### Track usage over the die

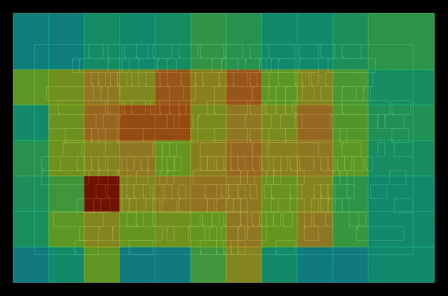
### Cells coloured by class

(4 px per micron) Fill, decap, tap and diode cells in grey.
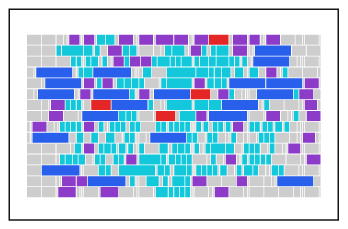
### Signal wires on met3

(6 px per micron)
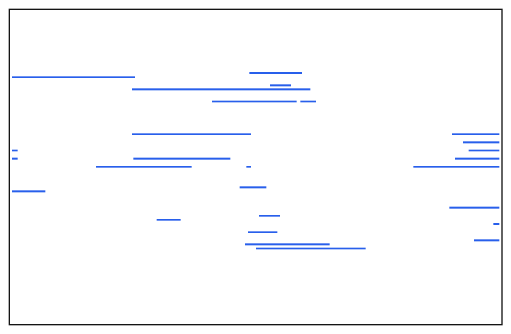
Design gray_stream_decoder, sky130hd; sources not shown.
==> Changelog: implementation <==
### Metrics

* Vias in the first global route at 1138
* Slew at the pin with the worst max-slew slack at 0.2614 ns
* Mapped Cells at 198
* Leakage power at 1.025 nW
* Late-Pin Clk Latency at 0.26 ns
* Count of tool warnings at 28
* Mean post-synth cell area at 6.780 sq um
* Filler-free cell count of the finished design at 287
* Max Clk Rate at 616.7 MHz
* Total of endpoints with negative setup slack in the final report at 0
* Total I/O pin count at 26
* Run status: complete, no violations
* Total power draw at 1.389 mW
* Gate Area at 804.5 sq um
* Area taken by flip-flops and latches at 505.5 sq um
* Drt first-iter violations at 84
* Overflow left after global routing at 0
* Initial antenna violation count at 0
* Net count after synthesis at 210
* Count of unique library cells instantiated by Yosys at 23
* Kind of start point of the critical path: register
* Antenna Violating Nets Remaining at 0
* Final instance area at 1912 sq um
* Detailed Routing Iterations Pass 1 at 5
* Number of input and output port buffers inserted at 25
* Crit path required time at 2.01 ns
* Number of buffers on the longest clock path at 2
* Highest net fanout along the worst path at 8
* Clock slew at reported path FFs at 0.07 ns
* Maximum vdd ir drop at 0.4566 mV
* Standard cell core area at 3003 sq um
* Global-route wire length before repair at 5.457 mm
* Die boundary width at 81.88 microns
* CP endpoint kind: register
## Picture notes: 'Track usage over the die'
met3 track utilization from global routing: 5.326%
average wire per cell in the routed design: 11.53 microns
Tot GR Track Use: 16.97%
met1 track demand over resource in global routing: 26.84%

## Picture notes: 'Cells coloured by class'
legend:
  red:
    class: clock drivers and dummy loads
    cells: 4
    share_of_their_area: 3.0%
  purple:
    class: remaining buffers and delay cells
    cells: 47
    share_of_their_area: 23%
  cyan:
    class: remaining logic cells
    cells: 174
    share_of_their_area: 47%
  blue:
    class: registers
    cells: 20
    share_of_their_area: 27%
num rows: 15
final core utilization: 63.67%

## Picture notes: 'Signal wires on met3'
longest straight run: 29.4 microns
share of all routed wire: 7.1%
wire length on this layer: 235 microns
nets with wire on the layer: 24
main direction: horizontal
total length of routed wires: 3.310 mm
via count: 1318

kinds of logic after synthesis:
logic type	share of synthesized area [%]
xor gates and xnor gates	5.872
DFF	37.28
buffers and inverters	7.548
and+or+nand+nor	43.24
adders and majority gates	2.796
AOI/OAI and AO/OA	3.262
worst max-delay path: stages (launching register included):
cell                       delay, ns
sky130_fd_sc_hd__dfrtp_1        0.38
sky130_fd_sc_hd__ha_2           0.19
sky130_fd_sc_hd__nand2_2        0.05
sky130_fd_sc_hd__inv_2          0.08
sky130_fd_sc_hd__nand4_1        0.12
sky130_fd_sc_hd__nand3b_1       0.26
sky130_fd_sc_hd__nand3_4        0.18
sky130_fd_sc_hd__nand2_8        0.09
sky130_fd_sc_hd__nand2_1        0.07
sky130_fd_sc_hd__nand2_1        0.05
cell type report:
class                      instances  share of cell area [%]
multi-input combinational        154                   42.08
inverter                          20                   3.927
tap                               42                   2.749
timing repair buffer              47                   21.92
sequential                        20                   26.44
clock buffer                       4                   2.880
metrics by stage:
step | utilization [%] | worst slack, ns
2_1_floorplan | - | 0.3664
3_3_place_gp | 54.92 | 0.008887
3_5_place_dp | 54.92 | 0.01185
4_1_cts | 58.71 | 0.3007
5_1_grt | 63.67 | 0.1843
6_report | 63.67 | 0.2785
synth_stat cells, drive strengths merged:
| library cell | n | area [sq um] |
|---|---|---|
| a22o | 1 | 8.760 |
| xor2 | 6 | 52.55 |
| clkbuf | 1 | 3.750 |
| nand4 | 1 | 6.260 |
| inv | 19 | 71.32 |
| xnor2 | 3 | 26.28 |
| o21ai | 7 | 35.03 |
| nor2 | 15 | 63.81 |
| clkinv | 1 | 3.750 |
| dfrtp | 20 | 500.5 |
| nand3 | 21 | 127.6 |
| nor3 | 1 | 5.000 |
| nand3b | 1 | 7.510 |
| ha | 3 | 37.54 |
| buf | 4 | 22.52 |
| nand2 | 94 | 370.3 |
repair_timing:
| item | 4_1_cts | 5_1_grt |
|---|---|---|
| resized | 5 | 20 |
| pin swaps | 1 | 4 |
| endpoints found under the setup margin | 18 | 15 |
| buffers inserted | 8 | 10 |
| cloned | 0 | 1 |
report_power, final:
part	leakage, nW	switching, mW	internal (mW)	total, mW
sequential	0.244	0.0464	0.477	0.523
combinational	0.752	0.282	0.256	0.538
clock	0.0288	0.142	0.185	0.327
total	1.03	0.470	0.918	1.39
metal layers:
metal | vias to the layer above | share of wire [%]
li1 | 712 | -
met1 | 558 | 53
met2 | 43 | 39
met3 | 5 | 7.1
met4 | 0 | 0.88
met5 | - | 0
Power is estimated from default activity; no workload was simulated.
